### config.mk
export PLATFORM = sky130hd
export DESIGN_NAME = alu_result_buffer
export DESIGN_NICKNAME = d
export VERILOG_FILES = /design/src/rtl/alu_pkg.sv /design/src/rtl/sync_fifo.sv /design/src/rtl/alu_result_buffer.sv
export SDC_FILE = /design/constraint.sdc
export NUM_CORES = 1
export LEC_CHECK = 0
export CAP_MARGIN = 10
export CELL_PAD_IN_SITES_DETAIL_PLACEMENT = 1
export CELL_PAD_IN_SITES_GLOBAL_PLACEMENT = 1
export CORE_ASPECT_RATIO = 2
export CORE_MARGIN = 4
export CORE_UTILIZATION = 46
export CTS_BUF_LIST = sky130_fd_sc_hd__clkbuf_8
export DETAILED_ROUTE_END_ITERATION = 12
export GPL_ROUTABILITY_DRIVEN = 0
export GPL_TIMING_DRIVEN = 0
export PLACE_DENSITY_LB_ADDON = 0.1
export SLEW_MARGIN = 20
export SYNTH_ARGS = -nofsm -noshare
export SYNTH_HDL_FRONTEND = slang
export SYNTH_SLANG_ARGS = --single-unit
### constraint.sdc
create_clock -name clk -period 2.6 [get_ports clk]
set_input_delay 0.78 -clock clk [delete_from_list [all_inputs] [get_ports clk]]
set_output_delay 0.78 -clock clk [all_outputs]
set_load 0.01 [all_outputs]
### src/rtl/alu_pkg.sv
// Shared ALU definitions: op codes, status flag positions, the buffered entry
// layout and the flag derivation used when a result is captured.
package alu_pkg;

  localparam logic [1:0] OP_ADD = 2'b00;
  localparam logic [1:0] OP_SUB = 2'b01;
  localparam logic [1:0] OP_AND = 2'b10;
  localparam logic [1:0] OP_XOR = 2'b11;

  localparam int FLG_C = 3;
  localparam int FLG_Z = 2;
  localparam int FLG_N = 1;
  localparam int FLG_P = 0;

  typedef struct packed {
    logic [1:0] op;
    logic [3:0] flags;
    logic [7:0] result;
  } alu_entry_t;

  function automatic logic even_parity(input logic [7:0] data);
    return ~(^data);
  endfunction

  // Carry only has meaning for the arithmetic ops; logic ops report C=0.
  function automatic logic [3:0] calc_flags(input logic [7:0] result,
                                            input logic       cout,
                                            input logic [1:0] op);
    logic [3:0] flags;
    flags = 4'b0000;
    case (op)
      OP_ADD, OP_SUB: flags[FLG_C] = cout;
      default:        flags[FLG_C] = 1'b0;
    endcase
    flags[FLG_Z] = (result == 8'h00);
    flags[FLG_N] = result[7];
    flags[FLG_P] = even_parity(result);
    return flags;
  endfunction

endpackage

### src/rtl/sync_fifo.sv
// Generic show-ahead synchronous FIFO with an explicit occupancy counter and
// registered full/empty; the head word reads as zero while empty.
module sync_fifo #(
  parameter int WIDTH = 8,
  parameter int DEPTH = 4,
  localparam int AW = $clog2(DEPTH),
  localparam int CW = AW + 1
) (
  input  logic             clk,
  input  logic             rst,
  input  logic             push,
  input  logic             pop,
  input  logic [WIDTH-1:0] din,
  output logic [WIDTH-1:0] dout,
  output logic [CW-1:0]    count,
  output logic             full,
  output logic             empty
);

  logic [WIDTH-1:0] mem_r [DEPTH];
  logic [AW-1:0]    wr_ptr_r;
  logic [AW-1:0]    rd_ptr_r;
  logic [CW-1:0]    count_r;
  logic             full_r;
  logic             empty_r;
  logic             push_s;
  logic             pop_s;

  // Qualify requests: a pop frees a slot, so a full FIFO may push and pop together.
  always_comb begin
    pop_s  = pop && !empty_r;
    push_s = push && (!full_r || pop_s);
  end

  // Storage write; contents need no reset since the head is masked while empty.
  always_ff @(posedge clk) begin
    if (push_s && !rst) begin
      mem_r[wr_ptr_r] <= din;
    end
  end

  // Pointers, occupancy and registered full/empty.
  always_ff @(posedge clk) begin
    if (rst) begin
      wr_ptr_r <= '0;
      rd_ptr_r <= '0;
      count_r  <= '0;
      full_r   <= 1'b0;
      empty_r  <= 1'b1;
    end else begin
      if (push_s) begin
        wr_ptr_r <= wr_ptr_r + AW'(1);
      end
      if (pop_s) begin
        rd_ptr_r <= rd_ptr_r + AW'(1);
      end
      case ({push_s, pop_s})
        2'b10: begin
          count_r <= count_r + CW'(1);
          full_r  <= (count_r == CW'(DEPTH - 1));
          empty_r <= 1'b0;
        end
        2'b01: begin
          count_r <= count_r - CW'(1);
          full_r  <= 1'b0;
          empty_r <= (count_r == CW'(1));
        end
        default: begin
          count_r <= count_r;
          full_r  <= full_r;
          empty_r <= empty_r;
        end
      endcase
    end
  end

  // Show-ahead head word.
  always_comb begin
    if (empty_r) begin
      dout = '0;
    end else begin
      dout = mem_r[rd_ptr_r];
    end
  end

  assign count = count_r;
  assign full  = full_r;
  assign empty = empty_r;

endmodule

### src/rtl/alu_result_buffer.sv
// Captures ALU results with derived status flags into a FIFO behind a
// ready/valid port; results arriving with no room are counted as drops.
module alu_result_buffer
  import alu_pkg::*;
#(
  parameter int DEPTH  = 4,
  parameter int DROP_W = 8
) (
  input  logic                     clk,
  input  logic                     rst,
  input  logic                     in_valid,
  input  logic [7:0]               in_result,
  input  logic                     in_cout,
  input  logic [1:0]               in_op,
  output logic                     out_valid,
  input  logic                     out_ready,
  output logic [7:0]               out_result,
  output logic [1:0]               out_op,
  output logic [3:0]               out_flags,
  output logic [$clog2(DEPTH):0]   count,
  output logic                     full,
  output logic                     empty,
  output logic [DROP_W-1:0]        drop_count,
  output logic                     overflow_err,
  input  logic                     clr_err
);

  alu_entry_t        wr_entry_s;
  alu_entry_t        rd_entry_s;
  logic              push_s;
  logic              pop_s;
  logic              drop_s;
  logic [DROP_W-1:0] drop_count_r;
  logic              overflow_err_r;

  // Entry assembly and handshake qualification.
  always_comb begin
    wr_entry_s.op     = in_op;
    wr_entry_s.flags  = calc_flags(in_result, in_cout, in_op);
    wr_entry_s.result = in_result;
    pop_s             = !empty && out_ready;
    push_s            = in_valid && (!full || pop_s);
    drop_s            = in_valid && full && !pop_s;
  end

  sync_fifo #(
    .WIDTH ($bits(alu_entry_t)),
    .DEPTH (DEPTH)
  ) u_fifo (
    .clk   (clk),
    .rst   (rst),
    .push  (push_s),
    .pop   (pop_s),
    .din   (wr_entry_s),
    .dout  (rd_entry_s),
    .count (count),
    .full  (full),
    .empty (empty)
  );

  // Drop accounting; a clear wins over a drop in the same cycle.
  always_ff @(posedge clk) begin
    if (rst) begin
      drop_count_r   <= '0;
      overflow_err_r <= 1'b0;
    end else if (clr_err) begin
      drop_count_r   <= '0;
      overflow_err_r <= 1'b0;
    end else if (drop_s) begin
      overflow_err_r <= 1'b1;
      if (drop_count_r != {DROP_W{1'b1}}) begin
        drop_count_r <= drop_count_r + DROP_W'(1);
      end
    end
  end

  assign out_valid    = !empty;
  assign out_result   = rd_entry_s.result;
  assign out_op       = rd_entry_s.op;
  assign out_flags    = rd_entry_s.flags;
  assign drop_count   = drop_count_r;
  assign overflow_err = overflow_err_r;

endmodule
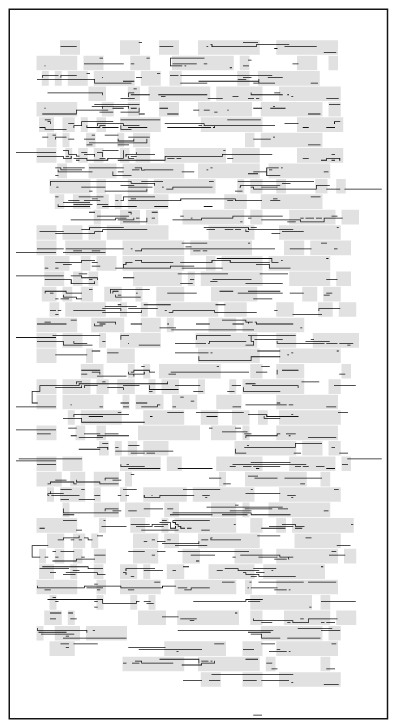
**Above:** signal wires on met1.
main direction	horizontal
share of all routed wire	35%
longest straight run	23.5 um
wire length on this layer	2,310 um

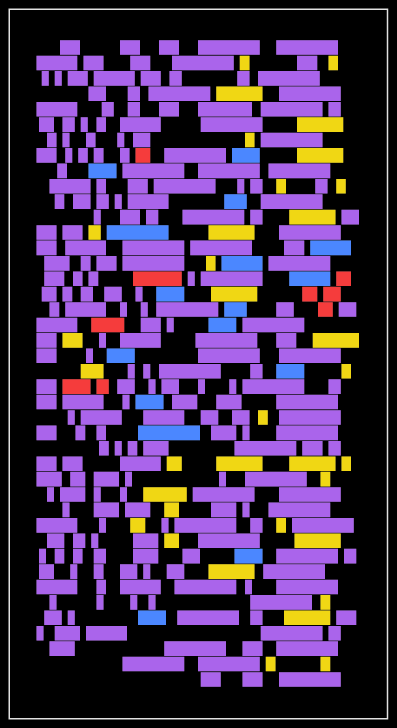
**Above:** cells by drive strength.
color	size	cells
yellow	drive 2	34
red	drive 3 to 4	9
purple	drive 1 or less	227
blue	drive 6 and up	16

==> Slide: Implementation Results <==
Key Metrics from the Run

STA
  • Worst hold-check slack: 473 ps
  • Tightest Pin Transition: 434 ps
  • Worst rel slew slack: 0.711
  • Highest attainable clock frequency: 394 MHz
  • Layout Skew: 8.06 ps
  • Period minus WS final: 2540 ps
  • Total of endpoints with negative setup slack in the final report: 0
  • Fin crit share: 0.977
  • Number of endpoints with negative hold slack in the final report: 0
  • Final-report max-slew violation count: 0
  • Smallest setup slack after layout: 58.8 ps
  • Setup repair after global routing missed its margin: false

Critical path
  • Nature of the critical path endpoint: primary output
  • Stages on worst setup path: 4
  • Standard cell with the maximum stage delay on the critical path: mux4_2
  • Worst-path cell chain: buf_6 -> mux4_2 -> and2_1 -> dlygate4sd2_1
  • Number of buffers and inverters on the critical path: 2
  • Worst-case reg-to-reg path depth: 8
  • Critical Setup Path Class: register to primary output
  • WP data required: 1820 ps
  • Crit-path leading delay family: multiplexers
  • Critical register-to-register path startpoint: u_fifo.empty$_SDFFE_PP1P_
  • Largest stage delay, worst path: 490 ps
  • Arrival time reported for the critical path endpoint: 1760 ps
  • Crit Reg-Reg Endpoint: u_fifo.count[0]$_SDFFE_PP0P_
  • Critical path fanouts, max: 3

Floorplan
  • Boundary Pins: 45
  • DIE HEIGHT: 125 um
  • Tap cells: 88
  • Die x size: 66.5 um
  • Number of placement rows: 42
  • Die Area: 8310 um2
  • Core outline area: 6620 um2
  • Floorplan utilization: 0.475

Min path
  • Worst hold path stage count: 2
  • Startpoint of the tightest hold check path: overflow_err$_SDFFE_PP0P_
  • Endpoint with the worst hold slack: overflow_err$_SDFFE_PP0P_
  • Kind of path behind the tightest hold check: register to register

Drt
  • Detailed-routed wire length on met3: 248 um
  • Vias per std cell: 5.24
  • Routed WL: 6520 um
  • Routed length on met1: 2310 um
  • Detailed Route Iter0 Violations: 68
  • Pre-Repair DR Iteration Count: 4
  • Routed wire length on met2: 3860 um
  • Max layer used: met4
  • Via count: 1,960
  • Count of antenna-violating nets left after detailed routing: 0
  • Wire per inst: 17.4 um

Finish
  • Commonest Layout Cell: edfxtp_1
  • Area taken by flip-flops and latches: 1970 um2
  • Total of clock buffers placed in the layout: 9
  • Ant. Diodes: 0
  • Max-area cell class: flip-flops and latches
  • Seq area share: 0.500
  • Fraction of layout instances using a drive strength above 1: 0.206
  • Count of buffers not belonging to the clock network in the layout: 55
  • Combinational share of cell area: 0.275
  • Final instance count without filler cells: 374
  • Number of ordinary inverters in the final layout: 18
  • Utilization after layout: 0.595
  • Count of sequential standard cells: 72
  • Comb gates: 125
  • Highest-count cells in the layout ignoring fill and taps: edfxtp_1, clkdlybuf4s50_1, dfxtp_1
  • Buffering overhead: 0.126
  • Clock network area share: 0.0534
  • Area taken by multi-input logic gates: 1080 um2
  • Final std cell area, no fill: 3940 um2
  • Nets: 312
  • Area growth from synthesis to layout: 25.2%
  • Number of filler instances in the final layout: 696

Pwr
  • Switch Pwr: 0.572 mW
  • Clock network power share: 0.366
  • Relative contribution of sequential cells to total power: 0.511
  • Gate power share: 0.123
  • Overall power after layout: 2.54 mW
  • Worst vdd ir: 0.000392 V
  • Static leakage: 1.46 nW
  • Switching Fraction: 0.225
  • Power density of the placed cells: 646 nW/um2

Synth
  • Cell type contributing the most total cell area after synthesis: edfxtp_1
  • Mux cell area share after synthesis: 0.0975
  • Main logic family after synthesis: simple AND/OR/NAND/NOR gates
  • Most frequently used flop master after synthesis: edfxtp_1
  • Count of synthesis-stage warnings from yosys: 0
  • Post-synth EDFFs: 52
  • Most frequent cell after synthesis: edfxtp_1
  • XOR/XNOR share of the synthesized area: 0.0195
  • Most used standard cells in the synthesized netlist: edfxtp_1, dfxtp_1, and2_1, inv_1, nor2_1
  • Number of cells in the yosys synthesis report: 222
  • Async S/R FF share, synth: 0
  • Post-synthesis sequential element count: 72
  • Total nets after synthesis: 253
  • Post-synthesis share of cell area spent on and, or, nand and nor gates: 0.116
  • Post-synthesis instance total: 222
  • Largest type area fraction: 0.496
  • Synth Seq Share: 0.624
  • Mapped Avg Cell Area: 14.2 um2
  • Synthesized cell area: 3150 um2

Flow run
  • Number of maximum-capacitance violations: 0
  • Number of warnings the tools reported: 32

Placed design
  • Placed instance count: 354
  • Count of input and output buffers: 44
  • Placed standard-cell area: 3700 um2
  • Detailed placement HPWL: 4710 um

Clock tree
  • Maximum clock path buffer count: 2
  • Number of buffers created by CTS: 9
  • Clock slew seen by the registers of the worst setup and hold paths: 70 ps
  • Clock tree sinks: 72
  • Clock insertion delay at the later pin of the skew report: 340 ps
  • Depth of the CTS H-tree: 3
  • Hold-fix buffer count after cts: 0

Global route
  • Largest net degree at the start of global routing: 14
  • Met2 usage in global routing: 0.322
  • Vias in the first global route: 2,097
  • Global routing usage summed across all routing layers: 0.173
  • Wire length of the first global-routing pass: 10,600 um
  • Met3 Track Usage GR: 0.0449
  • Antenna violations before repair: 0
  • Highest-utilization routing layer at the global route stage: met2
  • Grt met1 use: 0.177

Outcome
  • Outcome: finished clean
## flip-flops by register name, summed over array words and instances (netlist names), named ones only
signal / cells
overflow_err: 1
u_fifo.count: 3
u_fifo.mem_r: 52
u_fifo.wr_ptr_r: 2
u_fifo.empty: 1
u_fifo.full: 1
u_fifo.rd_ptr_r: 2
drop_count: 8
## power by group through the flow
stage	combinational (mW)	sequential (mW)	clock, mW
2_1_floorplan	0.174	1.32	0
3_3_place_gp	0.302	1.32	0
3_5_place_dp	0.309	1.33	0
4_1_cts	0.323	1.30	0.960
5_1_grt	0.347	1.30	1.01
6_report	0.313	1.30	0.931
## timing repair
action                                  CTS  global route
resized                                  52             5
endpoints found under the hold margin     0             0
pin swaps                                 0             0
endpoints found under the setup margin   67             5
buffers inserted                          4             0
gates cloned                              0             0
No activity file was given, so power comes from the tool's default toggle rates.
